`config.mk`:
```
export PLATFORM = sky130hd
export DESIGN_NAME = mem_stage_sram_ctrl
export DESIGN_NICKNAME = d
export VERILOG_FILES = /design/src/rtl/mem_stage_sram_ctrl.sv
export SDC_FILE = /design/constraint.sdc
export NUM_CORES = 1
export LEC_CHECK = 0
export ABC_AREA = 1
export CAP_MARGIN = 20
export CELL_PAD_IN_SITES_DETAIL_PLACEMENT = 1
export CELL_PAD_IN_SITES_GLOBAL_PLACEMENT = 2
export CORE_MARGIN = 2
export CORE_UTILIZATION = 22
export CTS_CLUSTER_SIZE = 10
export DETAILED_ROUTE_END_ITERATION = 7
export PLACE_DENSITY = 0.74
export SETUP_SLACK_MARGIN = 0.3
export SYNTH_ARGS = -nofsm -noshare
export SYNTH_HDL_FRONTEND = slang
export SYNTH_SLANG_ARGS = --single-unit
```
`constraint.sdc`:
```
create_clock -name clk -period 3 [get_ports clk]
set_clock_uncertainty 0.2 [all_clocks]
set_input_delay 0.6 -clock clk [delete_from_list [all_inputs] [get_ports clk]]
set_output_delay 0.6 -clock clk [all_outputs]
set_load 0.01 [all_outputs]
```
`src/rtl/mem_stage_sram_ctrl.sv`:
```
// mem_stage_sram_ctrl: LDR/STR memory stage driving a 16-bit SRAM as two half-word transfers,
// holding ready low while an access is in flight so the pipeline freezes.
module mem_stage_sram_ctrl #(
  parameter logic [31:0] ADDR_BASE   = 32'd1024,
  parameter int unsigned WAIT_CYCLES = 2
) (
  input  logic        clk,
  input  logic        rst,
  input  logic        mem_read,
  input  logic        mem_write,
  input  logic [31:0] alu_result,
  input  logic [31:0] val_Rm,
  output logic        ready,
  output logic [31:0] rd_data,
  output logic [17:0] sram_addr,
  output logic [15:0] sram_dq_out,
  output logic        sram_dq_oe,
  input  logic [15:0] sram_dq_in,
  output logic        sram_we_n
);
  localparam logic [2:0] IDLE  = 3'd0;
  localparam logic [2:0] RD_LO = 3'd1;
  localparam logic [2:0] RD_HI = 3'd2;
  localparam logic [2:0] WR_LO = 3'd3;
  localparam logic [2:0] WR_HI = 3'd4;
  localparam logic [2:0] DONE  = 3'd5;
  logic [2:0]  state_q, state_d;
  logic [3:0]  cnt_q, cnt_d;
  logic [16:0] idx_q, idx_d, word_idx;
  logic [31:0] data_q, data_d, rd_data_q, rd_data_d;
  logic        last, xfer, lo, hi, wr;
  // Byte offset from the SRAM base, wrapping modulo 2^32; bits [1:0] are dropped.
  assign word_idx = 17'((alu_result - ADDR_BASE) >> 2);
  assign last = cnt_q == 4'(WAIT_CYCLES - 1);
  assign lo   = state_q == RD_LO || state_q == WR_LO;
  assign hi   = state_q == RD_HI || state_q == WR_HI;
  assign wr   = state_q == WR_LO || state_q == WR_HI;
  assign xfer = lo || hi;
  always_comb begin
    state_d   = state_q;
    cnt_d     = (xfer && !last) ? cnt_q + 4'd1 : 4'd0;
    idx_d     = idx_q;
    data_d    = data_q;
    rd_data_d = rd_data_q;
    if (state_q == IDLE) begin
      if (mem_write) begin
        state_d = WR_LO;
        idx_d   = word_idx;
        data_d  = val_Rm;
      end else if (mem_read) begin
        state_d = RD_LO;
        idx_d   = word_idx;
      end
    end else if (state_q == DONE) begin
      state_d = IDLE;
    end else if (last) begin
      state_d = state_q == RD_LO ? RD_HI : state_q == WR_LO ? WR_HI : DONE;
      if (state_q == RD_LO) rd_data_d[15:0] = sram_dq_in;
      if (state_q == RD_HI) rd_data_d[31:16] = sram_dq_in;
    end
  end
  always_ff @(posedge clk or posedge rst) begin
    if (rst) begin
      state_q   <= IDLE;
      cnt_q     <= '0;
      idx_q     <= '0;
      data_q    <= '0;
      rd_data_q <= '0;
    end else begin
      state_q   <= state_d;
      cnt_q     <= cnt_d;
      idx_q     <= idx_d;
      data_q    <= data_d;
      rd_data_q <= rd_data_d;
    end
  end
  assign sram_addr   = lo ? {idx_q, 1'b0} : hi ? {idx_q, 1'b1} : '0;
  assign sram_we_n   = !wr;
  assign sram_dq_oe  = wr;
  assign sram_dq_out = state_q == WR_LO ? data_q[15:0] : state_q == WR_HI ? data_q[31:16] : '0;
  assign ready       = (state_q == IDLE && !mem_read && !mem_write) || state_q == DONE;
  assign rd_data     = rd_data_q;
endmodule

```
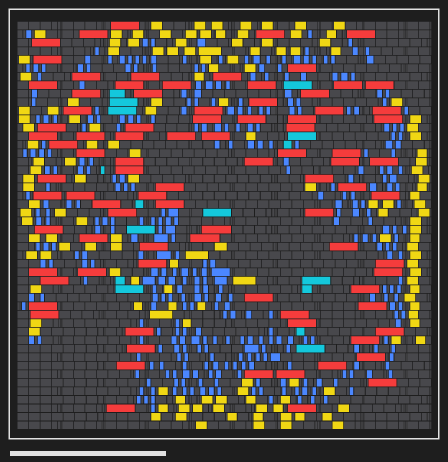
**Above:** run 1 (cells colored by class).
Bar = 50 µm. Fill, decap, tap and diode cells in gray.
legend:
  blue:
    class: combinational and other logic
    cells: 361
    share_of_their_area: 29%
  yellow:
    class: remaining buffers and delay cells
    cells: 149
    share_of_their_area: 26%
  red:
    class: sequential cells
    cells: 88
    share_of_their_area: 40%
  cyan:
    class: clock drivers and dummy loads
    cells: 16
    share_of_their_area: 5.1%
Rows: 48
Core ar.: 17300 µm²
Util after Layout: 33.85%
sequential share of cell area: 37.65%
final instance area: 5856 µm²

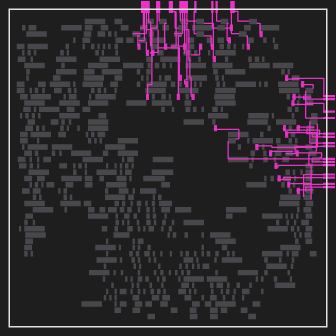
**Above:** run 1 (wires at chosen ports, followed through buffers).
legend:
  magenta:
    port: `val_Rm`
    direction: input
    edge: 17 top, 15 right
    end_cells: 32
    buffers: 32
    wire: 897 µm
Port-buffer cells: 137
IO Pins: 153

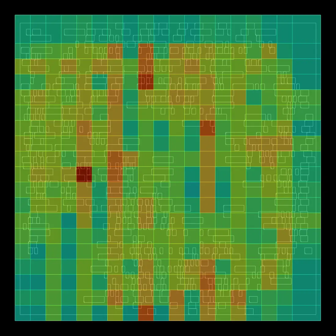
**Above:** run 1 (routing congestion).
wire per inst: 13.68 µm
Global Route Usage Sum: 12.68%

==> changes_impl.md, run 1 <==
### Changed

* Hold slack at 0.2877 ns
* Cells on Worst Hold Path at 2
* DP HPWL at 8056 µm
* Sw Pwr at 2.146 mW
* Basic Gates by Area at 17.58%
* Dominant logic cell types in the final layout: 110 x nand2_1, 102 x clkdlybuf4s50_1, 86 x dfrtp_1
* Synthesized area per cell at 8.319 µm²
* Ant diodes at 0
* Xor/xnor share at 0.6763%
* Clk Latency, worst-skew pair at 0.33 ns
* Dpl cell area at 5533 µm²
* Minimum clock period at 2.624 ns
* Fraction of layout cells with a size suffix above 1 at 7.003%
* Synth Seq Share at 56.68%
* Worst VDD drop at 0.3436 mV
* GRT Residual Overflow at 0
* Filler cell count at 2029
* FF-to-FF path depth at 5
* Vias in the first global route at 3792
* Post-Syn Area at 3885 µm²
* Setup WS post-layout at 0.3756 ns
* Startpoint Class: register
* Total CTS buffers at 9
* Register Area at 2205 µm²
* Final #Nets at 696
* Critical-path maximum fanout at 17
* Largest net degree at the start of global routing at 89
* Share of power burned in combinational logic at 46.2%
* Power, Total at 5.715 mW
* Slew Viols, Final at 0
* Worst Hold Class: reg -> reg
* Final hold viol count at 0
* Post-place setup slack at 0.1760 ns
* P_int at 3.569 mW
* Die outline width at 136.9 µm
* Clock Pin Slew Worst Setup and Hold Paths at 0.06 ns
* Critical path class: reg -> out
* Cell total in the yosys stat output at 467
* Mux share of post-synthesis cell area at 0%
* Final setup viols at 0
* Reg-to-reg critical path startpoint: state_q[0]
* CP startpoint: state_q[0]
* Number of max-cap violations at 0
* CP endpoint: sram_dq_oe
* DR vias/cell at 4.192
* CTS Root Cell: clkbuf_16
* Total clock sinks at 88
* Die Area at 18740 µm²
* Slew @ Worst Pin at 0.6601 ns
* Initial antenna violation count at 0
* Area Overhead vs Synth at 50.72%
* Reg2reg end: idx_q[12]
* Leakage Power at 2.852 nW
* Critical Path RT at 2.20 ns
* Commonest non-fill, non-tap cell in the layout: nand2_1
* Yosys stat area at 3885 µm²
* Comb power at 2.64 mW
* Syn Inst Count at 467
* Leading power group: combinational cells
* Sw Share at 37.55%
* Post-layout period usage at 87.48%
* Final setup TNS at 0 ns
* Die Y at 136.9 µm
* Most used DFF post-synth: dfrtp_1
* Hold Crit Endpoint: idx_q[16]
* Starting DRT DRC Count at 96
* Gpl congestion at 0.7836
* Setup slack, reg-to-reg at 1.16 ns
* Synth Area in Compound Gates at 13.75%
* Core Density at Floorplan at 22.46%
* Clock power share at 18.6%
* Tool warnings at 42
* First-pass GRT wire length at 18610 µm
* FFs w/ async S/R, synth at 100.0%
* Adder Area Share at 0.9662%
* Count of cell types in the netlist at 23
* Crit path capture type: primary output
* Unrepaired setup endpoints after global routing: no
* Beginning of the worst hold path: idx_q[16]
* Main logic family: simple AND/OR/NAND/NOR gates
* Fmax at 0.3810 GHz
* DR pass1 iterations at 4
* Synthesized Nets at 554
* Post-route insts no fill at 839
* Clock Power at 1.06 mW
* Relative slew slack at 55.70%
* Flip-flops with a built-in enable at 0
* Post-Route WL at 11480 µm
* Sequential group power at 2.01 mW
* Detailed-route via count at 3517
* Remaining antenna violation count at 0
* Warnings, synthesis at 0
* H-tree levels at 3
* Status: complete, no violations
* DRC Markers at 0
* CTS tree: built
* Placed insts at 817
* Power Density at 976.0 nW/µm²
* Logic area at 1289 µm²
* Seq pwr share at 35.2%
* Clk buf depth at 2
* CP arrival at 1.82 ns
* FF+latch count, synth at 88
-- run 1: what timing repair did --
item,CTS,global route
resized,43,3
pin swaps,1,0
gates cloned,0,0
setup endpoints to repair,36,2
hold buffers,0,0
setup buffers,6,0
-- run 1: synthesized netlist by cell type, types with 2 or more instances --
cell type  instances  area share (%)
ha_1               3            0.97
nor2_1            32             3.1
dfrtp_1           88              57
nor2_2             2            0.32
nand3_1           19             2.4
o21ai_1           18             2.3
inv_2              2            0.19
o22ai_1           16             2.6
clkbuf_1           8            0.77
xor2_1             2            0.45
inv_1             84             8.1
o21ai_0           63             8.1
buf_2              9             1.2
nand2_2            3            0.48
nand2_1          110              11
-- run 1: flip-flops by register name, indices dropped and copies added (netlist names) --
| name | flops |
|---|---|
| idx_q | 17 |
| data_q | 32 |
| state_q | 3 |
| cnt_q | 4 |
| rd_data | 32 |
-- run 1: worst max-delay path, stage by stage (launching register included) --
cell	delay, ns
dfrtp_2	0.45
nor2_4	0.16
nand2_2	0.10
buf_12	0.17
nand2_1	0.07
clkdlybuf4s50_1	0.53
-- run 1: metal layers --
| layer | vias to the layer above | GRT usage (%) | routed length (µm) |
|---|---|---|---|
| li1 | 1737 | - | - |
| met1 | 1681 | 14.89 | 4857 |
| met2 | 87 | 21.19 | 5501 |
| met3 | 12 | 4.667 | 952 |
| met4 | 0 | 4.639 | 165 |
| met5 | - | 0 | 0 |
-- run 1: area by class of cell --
type                            count  share of cell area [%]
Clock buffer                       11                   4.145
Clock inverter                      5                  0.6838
Inverter                           86                   5.577
Multi-Input combinational cell    275                   22.01
Sequential cell                    88                   37.65
Tap cell                          225                   4.808
Timing Repair Buffer              149                   25.13
**Run 1: placement density heat map**

The die is cut into 14 by 14 equal tiles; white is low, dark blue is high, 0 to 100% covered.
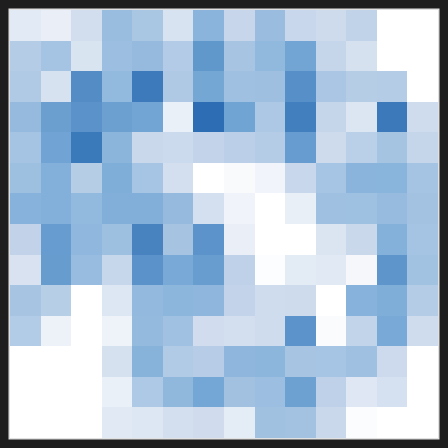

==> inputs of run 2 (changes only) <==
--- a/config.mk
+++ b/config.mk
@@ -13,7 +13,7 @@
 export CORE_UTILIZATION = 22
 export CTS_CLUSTER_SIZE = 10
 export DETAILED_ROUTE_END_ITERATION = 7
-export PLACE_DENSITY = 0.74
+export PLACE_DENSITY_LB_ADDON = 0.1
 export SETUP_SLACK_MARGIN = 0.3
 export SYNTH_ARGS = -nofsm -noshare
 export SYNTH_HDL_FRONTEND = slang
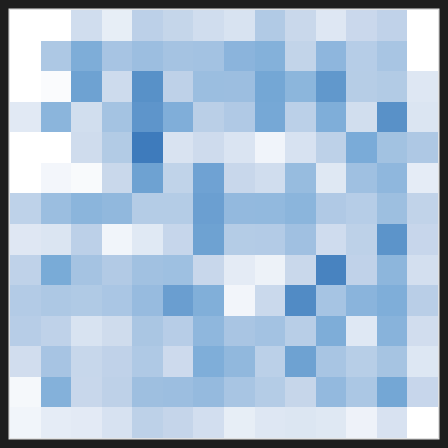
**Above:** run 2 (placement density heat map).
The die is cut into 14 by 14 equal tiles; white is low, dark blue is high, 0 to 100% covered.
nearly empty tiles: 5.1%
fullest tile: 69%
mean over tiles: 30%
Core Density at Floorplan: 22.46%
Util after Layout: 33.98%

==> changes_impl.md, run 2 <==
### Changed

* Status: complete, no violations (unchanged)
* Post-route insts no fill at 841 (was 839)
* Clk buf depth at 2 (unchanged)
* Post-Route WL at 11670 µm (was 11480 µm)
* CTS tree: built (unchanged)
* Remaining antenna violation count at 0 (unchanged)
* Post-layout period usage at 87.17% (was 87.48%)
* DR pass1 iterations at 4 (unchanged)
* Gpl congestion at 0.7625 (was 0.7836)
* Startpoint Class: register (unchanged)
* Final hold viol count at 0 (unchanged)
* Total clock sinks at 88 (unchanged)
* Synthesized Nets at 554 (unchanged)
* Slew Viols, Final at 0 (unchanged)
* Warnings, synthesis at 0 (unchanged)
* Beginning of the worst hold path: rd_data[10] (was idx_q[16])
* Count of cell types in the netlist at 23 (unchanged)
* Minimum clock period at 2.615 ns (was 2.624 ns)
* Starting DRT DRC Count at 93 (was 96)
* Power, Total at 5.734 mW (was 5.715 mW)
* Reg-to-reg critical path startpoint: state_q[2] (was state_q[0])
* FFs w/ async S/R, synth at 100.0% (unchanged)
* Cell total in the yosys stat output at 467 (unchanged)
* Synth Seq Share at 56.68% (unchanged)
* Port-buffer cells at 137 (unchanged)
* Power Density at 975.7 nW/µm² (was 976.0 nW/µm²)
* DR vias/cell at 4.168 (was 4.192)
* Total CTS buffers at 9 (unchanged)
* Unrepaired setup endpoints after global routing: yes (was no)
* Commonest non-fill, non-tap cell in the layout: nand2_1 (unchanged)
* CTS Root Cell: clkbuf_16 (unchanged)
* Largest net degree at the start of global routing at 65 (was 89)
* Initial antenna violation count at 0 (unchanged)
* Setup Fix Bufs, Post-CTS at 5 (was 6)
* DRC Markers at 0 (unchanged)
* Worst Hold Class: reg -> reg (unchanged)
* Critical-path maximum fanout at 17 (unchanged)
* CP arrival at 1.82 ns (about the same)
* Hold Crit Endpoint: rd_data[10] (was idx_q[16])
* Fmax at 0.3824 GHz (was 0.3810 GHz)
* Crit path capture type: primary output (unchanged)
* Setup WS post-layout at 0.3849 ns (was 0.3756 ns)
* Worst VDD drop at 0.3656 mV (was 0.3436 mV)
* Top cells, area: dfrtp_1 57%, nand2_1 11%, o21ai_0 8.1% (unchanged)
* Clock Pin Slew Worst Setup and Hold Paths at 0.06 ns (about the same)
* Ant diodes at 0 (unchanged)
* CTS resizes at 40 (was 43)
* Critical path class: reg -> out (unchanged)
* CP max-delay cell: clkdlybuf4s50_1 (unchanged)
* Dominant logic cell types in the final layout: 110 x nand2_1, 103 x clkdlybuf4s50_1, 85 x dfrtp_1 (was 110 x nand2_1, 102 x clkdlybuf4s50_1, 86 x dfrtp_1)
* Area Overhead vs Synth at 51.27% (was 50.72%)
* Critical Path RT at 2.20 ns (about the same)
* Synth top cell by count: nand2_1 (unchanged)
* Post-place setup slack at 0.2078 ns (was 0.1760 ns)
* FF+latch count, synth at 88 (unchanged)
* Rows at 48 (unchanged)
* Cell type with the largest total area: dfrtp_1 (unchanged)
* Leakage Power at 2.873 nW (was 2.852 nW)
* Slew @ Worst Pin at 0.6206 ns (was 0.6601 ns)
* FF-to-FF path depth at 7 (was 5)
* Final setup TNS at 0 ns (unchanged)
* Cts hold-fix bufs at 0 (unchanged)
* Final #Nets at 698 (was 696)
* IO Pins at 153 (unchanged)
* Max stage delay on crit path at 0.53 ns (about the same)
* Tool warnings at 43 (was 42)
* Flip-flops with a built-in enable at 0 (unchanged)
* Reg2reg end: idx_q[4] (was idx_q[12])
* Synthesized area per cell at 8.319 µm² (unchanged)
* Syn Inst Count at 467 (unchanged)
* Final instance area at 5877 µm² (was 5856 µm²)
* Vias in the first global route at 3768 (was 3792)
* Relative slew slack at 58.35% (was 55.70%)
* GRT Residual Overflow at 0 (unchanged)
* Commonest cells post-synth: 110 x nand2_1, 88 x dfrtp_1, 84 x inv_1, 63 x o21ai_0, 32 x nor2_1 (unchanged)
* Final setup viols at 0 (unchanged)
* Setup slack, reg-to-reg at 1.21 ns (was 1.16 ns)
* Most used DFF post-synth: dfrtp_1 (unchanged)
* H-tree levels at 3 (unchanged)
* DP HPWL at 8340 µm (was 8056 µm)
* Number of max-cap violations at 0 (unchanged)
* Clk Latency, worst-skew pair at 0.34 ns (was 0.33 ns)
* Area share, top type at 56.68% (unchanged)
* Cells on Worst Hold Path at 2 (unchanged)
* Die outline width at 136.9 µm (unchanged)
* Post-Syn Area at 3885 µm² (unchanged)
* Yosys stat area at 3885 µm² (unchanged)
* Fraction of layout cells with a size suffix above 1 at 7.305% (was 7.003%)
* Critical-path cell list: nor2_4, nand2_2, buf_8, nand2_1, clkdlybuf4s50_1 (was nor2_4, nand2_2, buf_12, nand2_1, clkdlybuf4s50_1)
* Hold slack at 0.2841 ns (was 0.2877 ns)
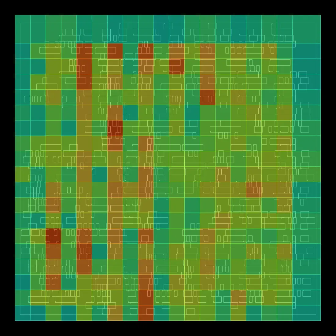
**Above:** run 2 (routing congestion).
grt met2 use: 21.47%
GR Layer Usage met3: 2.704%
Global Route Usage Sum: 13.28%
wire per inst: 13.88 µm
GR peak layer: met2

-- run 2: layer usage --
| metal | track usage, % | vias up | wire, µm |
|---|---|---|---|
| met5 | 0 | - | 0 |
| met1 | 17.38 | 1685 | 5386 |
| met3 | 2.704 | 12 | 567 |
| li1 | - | 1736 | - |
| met2 | 21.47 | 72 | 5513 |
| met4 | 5.326 | 0 | 208 |
-- run 2: report_power, final --
group          switching (mW)  internal, mW  leakage, nW
logic                    1.41          1.24         1.66
registers               0.247          1.76         1.08
clock network           0.487         0.587        0.139
-- run 2: area by class of cell --
| type | count | area (µm²) |
|---|---|---|
| timing repair buffer | 151 | 1491 |
| inverter | 86 | 326.6 |
| multi-input combinational | 275 | 1289 |
| clock buffer | 10 | 239.0 |
| fill | 2022 | 11420 |
| clock inverter | 6 | 43.79 |
| tap | 225 | 281.5 |
| sequential | 88 | 2206 |
-- run 2: worst max path at each step --
| stage | startpoint | end | slack [ns] | cells after the start |
|---|---|---|---|---|
| CTS | state_q[0] | sram_dq_oe | 0.30 | 5 |
| global placement | mem_write | ready | 0.21 | 5 |
| detailed placement | mem_write | ready | 0.21 | 5 |
| floorplan | state_q[1] | sram_addr[10] | 0.97 | 6 |
| global route | state_q[0] | sram_dq_oe | 0.29 | 5 |
| finish | state_q[0] | sram_dq_oe | 0.38 | 5 |
-- run 2: cells by family (layout without fill, tap and decap cells) --
group           count (synthesis)  in the layout  share of synthesized area, %
simple gates                  169            169                         17.58
buf+inv                       104            253                         10.34
compound gates                100            100                         13.75
flops                          88             88                         56.68
fa+ha+maj                       3              3                        0.9663
xor+xnor                        3              3                        0.6765
-- run 2: critical path: cells and delay by family, from the launching register on --
family                 cells  cell delay [ns]
and+or+nand+nor            3             0.33
buffers and inverters      2             0.70
DFF                        1             0.44
**Run 2: the metal 4 layer**

Bar = 50 µm. Supply wires on this layer in gray. Cells faint in the background.
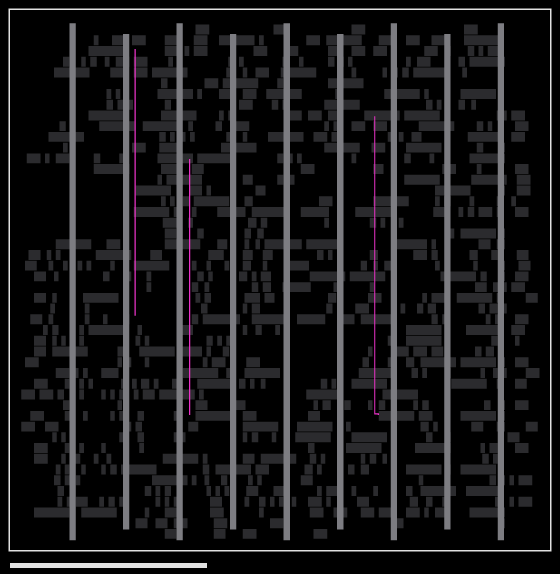

==> inputs of run 3 (changes only) <==
--- a/config.mk
+++ b/config.mk
@@ -14,7 +14,9 @@
 export CTS_CLUSTER_SIZE = 10
 export DETAILED_ROUTE_END_ITERATION = 7
 export PLACE_DENSITY_LB_ADDON = 0.1
+export RECOVER_POWER = 100
 export SETUP_SLACK_MARGIN = 0.3
+export SLEW_MARGIN = 15
 export SYNTH_ARGS = -nofsm -noshare
 export SYNTH_HDL_FRONTEND = slang
 export SYNTH_SLANG_ARGS = --single-unit
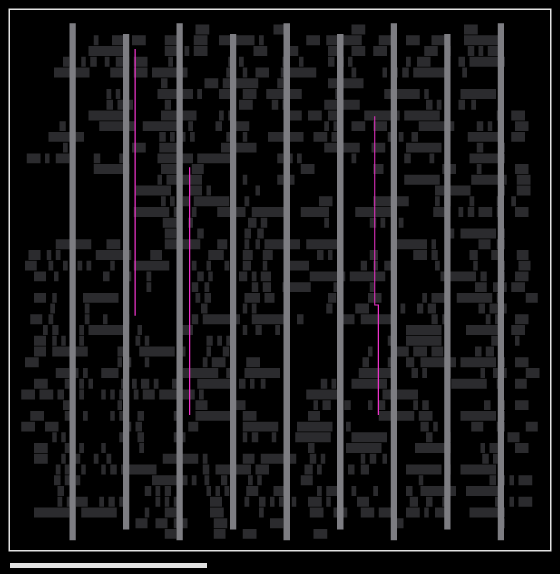
**Above:** run 3 (the metal 4 layer).
Bar = 50 µm. Supply wires on this layer in gray. Cells faint in the background.
share of all routed wire: 1.8%
wire length on this layer: 206 µm
longest straight run: 67.3 µm
main direction: vertical
nets with wire on the layer: 2
detailed-route via count: 3520
Post-Route WL: 11690 µm

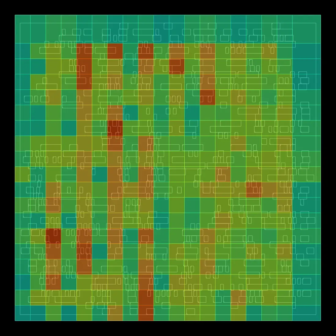
**Above:** run 3 (routing congestion).
met1 Track Usage GR: 17.38%
wire per inst: 13.90 µm
Util after Layout: 33.72%

==> changes_impl.md, run 3 <==
### Changed

* Tool warnings at 43 (unchanged)
* Commonest cells post-synth: 110 x nand2_1, 88 x dfrtp_1, 84 x inv_1, 63 x o21ai_0, 32 x nor2_1 (unchanged)
* Crit path capture type: primary output (unchanged)
* Die Area at 18740 µm² (unchanged)
* Startpoint Class: register (unchanged)
* Slew Viols, Final at 0 (unchanged)
* Initial antenna violation count at 0 (unchanged)
* Relative slew slack at 12.25% (was 58.35%)
* Max stage delay on crit path at 0.60 ns (was 0.53 ns)
* Post-route insts no fill at 841 (unchanged)
* IO Pins at 153 (unchanged)
* Total CTS buffers at 9 (unchanged)
* Area Overhead vs Synth at 50.11% (was 51.27%)
* Synthesized area per cell at 8.319 µm² (unchanged)
* Core ar. at 17300 µm² (unchanged)
* Register Area at 2205 µm² (was 2206 µm²)
* Yosys stat area at 3885 µm² (unchanged)
* Dpl cell area at 5548 µm² (unchanged)
* Top cells, area: dfrtp_1 57%, nand2_1 11%, o21ai_0 8.1% (unchanged)
* Setup WS post-layout at 0.3024 ns (was 0.3849 ns)
* Largest net degree at the start of global routing at 65 (unchanged)
* Critical-path maximum fanout at 17 (unchanged)
* Final instance area at 5832 µm² (was 5877 µm²)
* Synth Seq Share at 56.68% (unchanged)
* CTS Root Cell: clkbuf_16 (unchanged)
* Area share, top type at 56.68% (unchanged)
* Grt met2 use at 21.47% (unchanged)
* DP HPWL at 8340 µm (unchanged)
* Post-Syn Area at 3885 µm² (unchanged)
* GRT Residual Overflow at 0 (unchanged)
* Most used DFF post-synth: dfrtp_1 (unchanged)
* WL met1 at 5355 µm (was 5386 µm)
* Power Density at 958.1 nW/µm² (was 975.7 nW/µm²)
* Clk buf depth at 2 (unchanged)
* Clk Latency, worst-skew pair at 0.34 ns (about the same)
* Critical path class: reg -> out (unchanged)
* DRC Markers at 0 (unchanged)
* CP arrival at 1.90 ns (was 1.82 ns)
* H-tree levels at 3 (unchanged)
* Filler cell count at 2028 (was 2022)
* Post-place setup slack at 0.2078 ns (unchanged)
* Routed length on met3 at 601 µm (was 567 µm)
* Cell total in the yosys stat output at 467 (unchanged)
* DR vias/cell at 4.185 (was 4.168)
* Rows at 48 (unchanged)
* Hold slack at 0.2783 ns (was 0.2841 ns)
* Ant diodes at 0 (unchanged)
* Starting DRT DRC Count at 98 (was 93)
* Flip-flops with a built-in enable at 0 (unchanged)
* Minimum clock period at 2.698 ns (was 2.615 ns)
* Total clock sinks at 88 (unchanged)
* Syn Inst Count at 467 (unchanged)
* Cell type with the largest total area: dfrtp_1 (unchanged)
* Dominant logic cell types in the final layout: 112 x nand2_1, 86 x dfrtp_1, 83 x inv_1 (was 110 x nand2_1, 103 x clkdlybuf4s50_1, 85 x dfrtp_1)
* Logic area at 1272 µm² (was 1289 µm²)
* Fraction of layout cells with a size suffix above 1 at 6.006% (was 7.305%)
* Core Density at Floorplan at 22.46% (unchanged)
* Leakage Power at 2.888 nW (was 2.873 nW)
* Post-layout period usage at 89.92% (was 87.17%)
* Final setup TNS at 0 ns (unchanged)
* Unrepaired setup endpoints after global routing: yes (unchanged)
* Highest routed layer: met4 (unchanged)
* Status: complete, no violations (unchanged)
* Critical Path RT at 2.20 ns (about the same)
* FFs w/ async S/R, synth at 100.0% (unchanged)
* Synthesized Nets at 554 (unchanged)
* Slew @ Worst Pin at 1.316 ns (was 0.6206 ns)
* Global Route Usage Sum at 13.28% (unchanged)
* Worst VDD drop at 0.3447 mV (was 0.3656 mV)
* FF+latch count, synth at 88 (unchanged)
* Warnings, synthesis at 0 (unchanged)
* Synth top cell by count: nand2_1 (unchanged)
* CP max-delay cell: dlygate4sd3_1 (was clkdlybuf4s50_1)
* Die Y at 136.9 µm (unchanged)
* Port-buffer cells at 137 (unchanged)
* Die outline width at 136.9 µm (unchanged)
* Clock Pin Slew Worst Setup and Hold Paths at 0.06 ns (about the same)
* Placed insts at 819 (unchanged)
* CTS tree: built (unchanged)
* Gpl congestion at 0.7625 (unchanged)
* DR pass1 iterations at 4 (unchanged)
* Worst Hold Class: reg -> reg (unchanged)
* Met2 wire length at 5528 µm (was 5513 µm)
* Final #Nets at 698 (unchanged)
* First-pass GRT wire length at 19260 µm (unchanged)
* Count of cell types in the netlist at 23 (unchanged)
* Commonest non-fill, non-tap cell in the layout: nand2_1 (unchanged)
* GR Layer Usage met3 at 2.704% (unchanged)
* GR peak layer: met2 (unchanged)
* Final setup viols at 0 (unchanged)
* Cts hold-fix bufs at 0 (unchanged)
* Vias in the first global route at 3768 (unchanged)
* Remaining antenna violation count at 0 (unchanged)
* Number of max-cap violations at 0 (unchanged)
* Power, Total at 5.587 mW (was 5.734 mW)
* Final hold viol count at 0 (unchanged)
* Fmax at 0.3707 GHz (was 0.3824 GHz)
* Critical-path cell list: inv_1, nand3_1, buf_12, nand2_1, dlygate4sd3_1 (was nor2_4, nand2_2, buf_8, nand2_1, clkdlybuf4s50_1)
run 3: worst paths after layout:
check	startpoint	endpoint	slack, ns	cells past startpoint
max in group asynchronous	rst	rd_data[19]	1.00	3
max	state_q[2]	sram_dq_oe	0.30	5
min	rd_data[10]	rd_data[10]	0.28	2
max reg2reg	cnt_q[0]	rd_data[11]	0.53	7
min in group asynchronous	rst	rd_data[24]	0.61	2
min reg2reg	rd_data[10]	rd_data[10]	0.28	2
run 3: final cells by class:
class                           instances  area share, %
Sequential cell                        88          37.80
Timing Repair Buffer                  151          25.14
Multi-Input combinational cell        275          21.82
Inverter                               86          5.557
Tap cell                              225          4.827
Clock buffer                           10          4.098
Clock inverter                          6         0.7509
run 3: kinds of logic (layout without fill, tap and decap cells):
group | Yosys count | in the layout | share of synthesized area, %
AND/OR/NAND/NOR | 169 | 169 | 17.58
buffers and inverters | 104 | 253 | 10.34
AND-OR/OR-AND | 100 | 100 | 13.75
flip-flops | 88 | 88 | 56.68
adder cells (fa/ha/maj) | 3 | 3 | 0.9663
XOR/XNOR | 3 | 3 | 0.6765
run 3: critical path, delay by kind of cell (launching register included):
kind / cells / cell delay, ns
buffers and inverters: 3 / 0.91
flip-flops: 1 / 0.43
AND/OR/NAND/NOR: 2 / 0.21
run 3: what timing repair did:
action / 4_1_cts / 5_1_grt
gates resized: 40 / 5
setup endpoints to repair: 36 / 2
hold endpoints to repair: 0 / 0
pin swaps: 1 / 0
buffers inserted: 5 / 1
run 3: where the power goes:
part | leakage, nW | internal, mW | switching [mW]
combinational | 1.67 | 1.12 | 1.39
clock | 0.139 | 0.587 | 0.486
sequential | 1.08 | 1.76 | 0.236
Power figures rest on the tool's default switching activity, not on a simulated workload.
